clock_nets.png
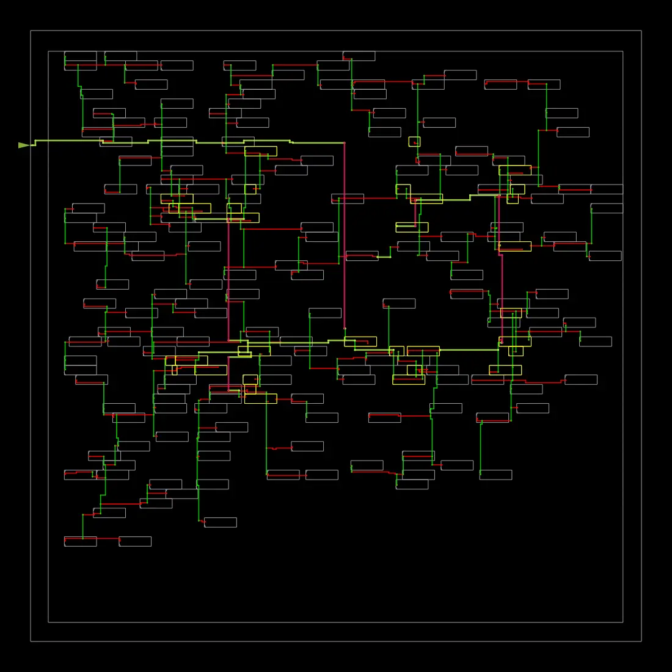
clock_wires.png
The bar under the picture is 50 um long.
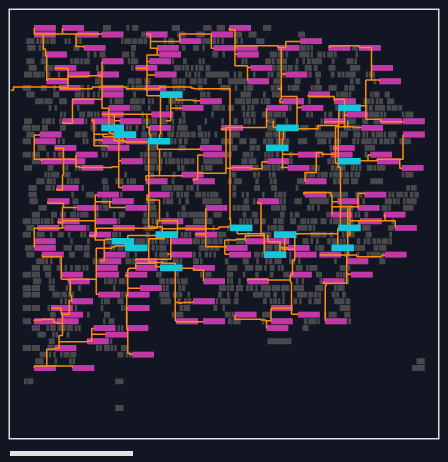
route_heat.png
The die is cut into 35 by 35 equal tiles; dark blue is low, red is high, scaled to the fullest tile. Values are wire area over tile area, all layers added.
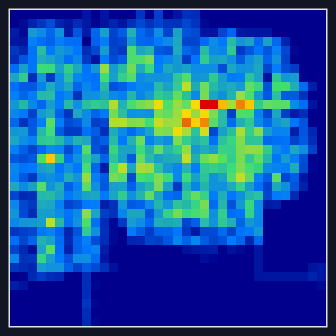
class_map.png
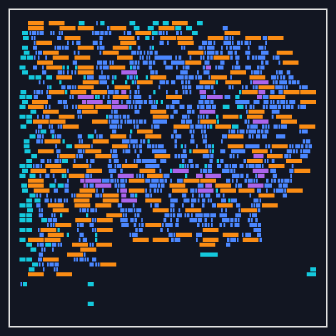
`config.mk`:
```
export PLATFORM = sky130hd
export DESIGN_NAME = result_printer
export DESIGN_NICKNAME = d
export VERILOG_FILES = /design/src/rtl/printer_pkg.sv /design/src/rtl/bin_to_bcd_seq.sv /design/src/rtl/result_printer.sv
export SDC_FILE = /design/constraint.sdc
export NUM_CORES = 1
export LEC_CHECK = 0
export CAP_MARGIN = 10
export CORE_MARGIN = 5
export CORE_UTILIZATION = 35
export DETAILED_ROUTE_END_ITERATION = 8
export GPL_TIMING_DRIVEN = 0
export PLACE_DENSITY = 0.58
export SLEW_MARGIN = 25
export SYNTH_ARGS = -nofsm -noshare
export SYNTH_HDL_FRONTEND = slang
export SYNTH_SLANG_ARGS = --single-unit
```
`constraint.sdc`:
```
create_clock -name clk -period 3.2 [get_ports clk]
set_clock_uncertainty 0.1 [all_clocks]
set_input_delay 0.48 -clock clk [delete_from_list [all_inputs] [get_ports clk]]
set_output_delay 0.48 -clock clk [all_outputs]
set_load 0.005 [all_outputs]
```
`src/rtl/printer_pkg.sv`:
```
// Shared types and constants for the decimal result printer.
// Holds the FSM state encoding, ASCII constants and the BCD capacity check.
package printer_pkg;

    typedef enum logic [2:0] {IDLE, CONV, SCAN, EMIT, GAP} state_t;

    localparam logic [7:0] ASCII_DIGIT_BASE = 8'h30;
    localparam logic [7:0] ASCII_LF         = 8'h0A;

    // ceil(bits * log10(2)) in integer arithmetic
    function automatic int min_digits(input int bits);
        return (bits * 30103 + 99999) / 100000;
    endfunction

endpackage

```
`src/rtl/bin_to_bcd_seq.sv`:
```
// Sequential double-dabble: one input bit per cycle, MSB first.
// done is high during the cycle whose clock edge performs the final shift.
module bin_to_bcd_seq
    import printer_pkg::*;
#(
    parameter int VALUE_BITS = 64,
    parameter int DIGITS     = 20
) (
    input  logic                    clk,
    input  logic                    resetn,
    input  logic                    start,
    input  logic [VALUE_BITS-1:0]   value,
    output logic                    busy,
    output logic                    done,
    output logic [4*DIGITS-1:0]     bcd
);

    localparam int CNT_W = $clog2(VALUE_BITS + 1);

    logic [VALUE_BITS-1:0] shreg;
    logic [CNT_W-1:0]      cnt;
    logic [4*DIGITS-1:0]   adj;

    always_comb begin
        adj = bcd;
        for (int i = 0; i < DIGITS; i++) begin
            if (bcd[4*i +: 4] >= 4'd5)
                adj[4*i +: 4] = bcd[4*i +: 4] + 4'd3;
        end
    end

    assign done = busy && (cnt == CNT_W'(1));

    always_ff @(posedge clk or negedge resetn) begin
        if (!resetn) begin
            shreg <= '0;
            bcd   <= '0;
            cnt   <= '0;
            busy  <= 1'b0;
        end else if (start) begin
            shreg <= value;
            bcd   <= '0;
            cnt   <= CNT_W'(VALUE_BITS);
            busy  <= 1'b1;
        end else if (busy) begin
            bcd   <= {adj[4*DIGITS-2:0], shreg[VALUE_BITS-1]};
            shreg <= shreg << 1;
            cnt   <= cnt - 1'b1;
            if (done)
                busy <= 1'b0;
        end
    end

endmodule

```
`src/rtl/result_printer.sv`:
```
// Prints an unsigned binary value as decimal ASCII (leading zeros suppressed),
// optionally followed by an end-of-line byte, over an en/busy byte interface.
module result_printer
    import printer_pkg::*;
#(
    parameter int          VALUE_BITS = 64,
    parameter int          DIGITS     = 20,
    parameter bit          EOL_EN     = 1'b1,
    parameter logic [7:0]  EOL_CHAR   = 8'h0A
) (
    input  logic                   clk,
    input  logic                   resetn,
    input  logic [VALUE_BITS-1:0]  value_data,
    input  logic                   value_valid,
    output logic                   value_ready,
    output logic [7:0]             out_data,
    output logic                   out_en,
    input  logic                   out_busy
);

    localparam int IDX_W = (DIGITS > 1) ? $clog2(DIGITS) : 1;

    generate
        if (DIGITS < min_digits(VALUE_BITS)) begin : g_digits_check
            $error("result_printer: DIGITS too small for VALUE_BITS");
        end
    endgenerate

    state_t              state;
    logic [IDX_W-1:0]    idx;
    logic                eol_phase;
    logic [4*DIGITS-1:0] bcd;
    logic                conv_busy;
    logic                conv_done;
    logic                accept;
    logic [3:0]          digit;

    assign value_ready = (state == IDLE) && !conv_busy;
    assign accept      = value_valid && value_ready;
    assign digit       = bcd[idx*4 +: 4];

    bin_to_bcd_seq #(
        .VALUE_BITS (VALUE_BITS),
        .DIGITS     (DIGITS)
    ) u_conv (
        .clk    (clk),
        .resetn (resetn),
        .start  (accept),
        .value  (value_data),
        .busy   (conv_busy),
        .done   (conv_done),
        .bcd    (bcd)
    );

    always_ff @(posedge clk or negedge resetn) begin
        if (!resetn) begin
            state     <= IDLE;
            idx       <= '0;
            eol_phase <= 1'b0;
            out_en    <= 1'b0;
            out_data  <= 8'h00;
        end else begin
            out_en <= 1'b0;
            case (state)
                IDLE: if (accept) begin
                    state     <= CONV;
                    eol_phase <= 1'b0;
                end
                CONV: if (conv_done) begin
                    state <= SCAN;
                    idx   <= IDX_W'(DIGITS - 1);
                end
                // Digit 0 is never skipped so a zero value still prints "0"
                SCAN: if (digit == 4'd0 && idx != '0)
                    idx <= idx - 1'b1;
                else
                    state <= EMIT;
                EMIT: if (!out_busy) begin
                    out_en   <= 1'b1;
                    out_data <= eol_phase ? EOL_CHAR : ASCII_DIGIT_BASE + {4'd0, digit};
                    state    <= GAP;
                end
                // Idle cycle lets the transmitter's busy flag rise before we look again
                GAP: if (!eol_phase && idx != '0) begin
                    idx   <= idx - 1'b1;
                    state <= EMIT;
                end else if (EOL_EN && !eol_phase) begin
                    eol_phase <= 1'b1;
                    state     <= EMIT;
                end else begin
                    state <= IDLE;
                end
                default: state <= IDLE;
            endcase
        end
    end

endmodule
```
==> qor.yml <==
die:
  fp.dieW_um: 175
  chip_area_um2: 30500
  fp_util_pct: 35.4
  pin_count: 78
  die_y_um: 175
  core_area_um2: 26800
  std_cell_rows: 60
yosys:
  synth_chip_area_um2: 9480
  ys_types: 55
  synth_warnings: 0
  ys_seq_share_pct: 44.1
  ff_type: "dfrtp_1"
  largest_area_cell: "dfrtp_1"
  synth-edff-count: 0
  async_reset_ff_share_pct: 100
  syn_avg_cell_area_um2: 9.00
  top_cell_area_share_pct: 44.1
  synthCells: 1053
  synth.cell_area_um2: 9480
  ys_cells: 1053
  numSynthFlops: 167
  synthTopCellsByArea: "dfrtp_1 (44%), nand2_1 (11%), ha_1 (5.8%)"
grt:
  grt_pass1_wl_um: 41400
  antenna_found_initial: 0
  first_global_vias: 7840
  overflow: 0
  grt_max_degree: 89
clock_network:
  clk_pin_slew_ns: 0.08
  cts-htree-levels: 4
  cts_tree: "done"
  postCtsSetupBuffers: 0
  root_buffer: "clkbuf_16"
  cts.path.max_buffers: 2
place:
  place.gp.congestion: 0.865
  dpl_cell_area_um2: 10700
  dp_hpwl_um: 17700
  io_buffers: 75
worst_setup_path:
  r2r_slack_ns: 0.27
  path_max_fanout: 10
  end_kind: "flip-flop"
  crit_arrival_ns: 3.13
  critPathLaunch: "idx[0]"
  r2r_cells: 11
  crit_path_end: "idx[4]"
  reg2reg_from: "idx[0]"
  crit_type: "reg2reg"
  critPathRequiredTime_ns: 3.40
  critPathLaunchType: "flip-flop"
  worstReg2RegEnd: "idx[4]"
routing:
  via_per_inst: 5.18
  dr_wl_met2_um: 11200
  drcViolationCount: 0
  drt_iter0_markers: 544
  met1Wirelength_um: 12100
  met3_length_um: 1140
  firstDrtPassIters: 5
  highest_layer: "met4"
  antenna_left: 0
run:
  warnings: 48
  drv_cap: 0
layout:
  n_antenna_cell: 0
  drive_gt1_share_pct: 4.99
  lay_top_count: "nand2_1"
  nets: 1262
  final_layout_top_logic_cells: "nand2_1 (270), dfrtp_1 (167), clkdlybuf4s50_1 (74)"
  area_delta_synth_final_pct: 19.0
final_timing:
  worst_slew_pin_slew_ns: 0.958
  period_minus_slack_ns: 2.93
  fmax_mhz: 341
  rsz0062_at_grt: "false"
  setup_viol: 0
  hold_slack_ns: 0.373
  max_slew_margin_pct: 36.2
  period_used_pct: 91.6
  slew_violations: 0
  final-hold-violation-count: 0
power:
  leakagePower_nw: 5.29
  ir_worst_vdd_mv: 0.386
  power_density_nw_per_um2: 381
min_path:
  hp-class: "reg2reg"
status:
  status: "finished clean"
Back to the opening pictures, clock_nets.png:
Clock net power: 0.00205 W
clock sink count: 167
Latency at later pin: 0.44 ns
TritonCTS Buffers: 17

Back to the opening pictures, clock_wires.png:
- magenta: flip-flops (count 167)
- cyan: clock-net drivers (count 17)
- orange: clock wires (length 2,350 um)
- flops lie: all over the die
Clock power frac: 47.7%

Back to the opening pictures, route_heat.png:
- mean over tiles: 0.13
- densest ninth of the die: centre
- fullest tile: 0.61
- nearly empty tiles: 31%
- emptiest ninth of the die: lower right
- tiles over half the peak: 9.4%
routed wire length: 24,800 um
via count: 7,790
wire length per cell: 16.5 um
total track usage: 16.7%

Back to the opening pictures, class_map.png:
- cyan: remaining buffers and delay cells (cells 138; share of their area 9.8%)
- blue: remaining logic cells (cells 826; share of their area 46%)
- purple: clock drivers and dummy loads (cells 32; share of their area 5.3%)
- orange: registers (cells 167; share of their area 39%)
cell area after layout: 11,300 um^2
Layout Utilization: 42.1%

layout make-up:
cell class                 instances  area (um^2)
fill                            2607        15500
timing repair buffer              77          793
tap                              341          427
buffer                            61          270
clock inverter                    14          145
clock buffer                      18          429
sequential                       167         4180
multi-input combinational        778         4850
inverter                          48          180
stage by stage:
step	setup TNS, ns	power, W	worst slack [ns]	utilization [%]	std cells
2_1_floorplan	0	0.00215	0.666	-	1054
3_3_place_gp	-989.13	0.00229	-5.94	39.8	1470
3_5_place_dp	0	0.00229	0.292	39.9	1471
4_1_cts	0	0.00433	0.240	42.1	1504
5_1_grt	0	0.00444	0.0988	42.1	1504
6_report	0	0.00430	0.270	42.1	1504
power by group:
part	leakage (nW)	switching [W]	internal, W
logic	2.87	0.0000597	0.0000778
clock network	0.278	0.00100	0.00105
registers	2.14	0	0.00211
per-layer routing:
layer / vias to the layer above / track usage, %
li1: 3815 / -
met1: 3777 / 23.6
met2: 171 / 26.0
met3: 27 / 3.35
met4: 0 / 4.65
met5: - / 0
cell usage after synthesis (all sizes together) (3+ instances only):
| library cell | n |
|---|---|
| nor2 | 38 |
| a21oi | 49 |
| buf | 13 |
| a21o | 3 |
| nor2b | 6 |
| a22oi | 67 |
| nand2 | 270 |
| dfrtp | 167 |
| mux2i | 40 |
| o211ai | 3 |
| nor3b | 22 |
| nand3 | 12 |
| clkbuf | 48 |
| o21ai | 67 |
| xor2 | 20 |
| inv | 48 |
| and2 | 3 |
| nand2b | 24 |
| nand3b | 3 |
| nor4 | 5 |
| ha | 44 |
| mux4 | 7 |
| o31ai | 43 |
| xnor2 | 22 |
kinds of logic (layout without fill, tap and decap cells):
kind of cell | count (synthesis) | in the layout | synth area share [%]
buffers and inverters | 109 | 218 | 4.75
multiplexers | 49 | 49 | 6.16
other | 1 | 2 | 0.0396
flip-flops | 167 | 167 | 44.1
adder cells (fa/ha/maj) | 44 | 44 | 5.81
XOR/XNOR | 42 | 42 | 3.88
AND/OR/NAND/NOR | 394 | 394 | 18.3
AND-OR/OR-AND | 247 | 247 | 16.9
what timing repair did:
item / CTS / global route
resized: 0 / 0
hold endpoints to repair: 79 / 0
hold buffers: 1 / 0
registers in the layout (all words and copies together) (netlist names):
| register | cells |
|---|---|
| u_conv.bcd | 80 |
| u_conv.shreg | 64 |
| u_conv.cnt | 7 |
| idx | 5 |
| out_data | 5 |
| state | 3 |
| eol_phase | 1 |
| out_en | 1 |
| u_conv.busy | 1 |
worst min-delay path by stage:
stage | cells past startpoint | slack, ns | end | from
after global routing | 2 | 0.40 | out_data[2] | out_data[2]
after floorplan | 0 | 0.08 | eol_phase | resetn
final | 2 | 0.37 | out_data[2] | out_data[2]
after detailed placement | 2 | 0.36 | u_conv.shreg[51] | u_conv.shreg[51]
after global placement | 2 | 0.36 | u_conv.shreg[50] | u_conv.shreg[50]
after CTS | 2 | 0.38 | out_data[2] | out_data[2]
worst max-delay path: stages, from the launching register on:
cell	delay, ns
dfrtp_1	0.37
buf_6	0.13
buf_6	0.16
inv_2	0.14
ha_1	0.18
nor4b_1	0.69
nor2_1	0.09
a32oi_1	0.19
nor2_1	0.09
a41oi_4	0.36
mux2i_1	0.23
a21oi_1	0.06
Power figures rest on the tool's default switching activity, not on a simulated workload.
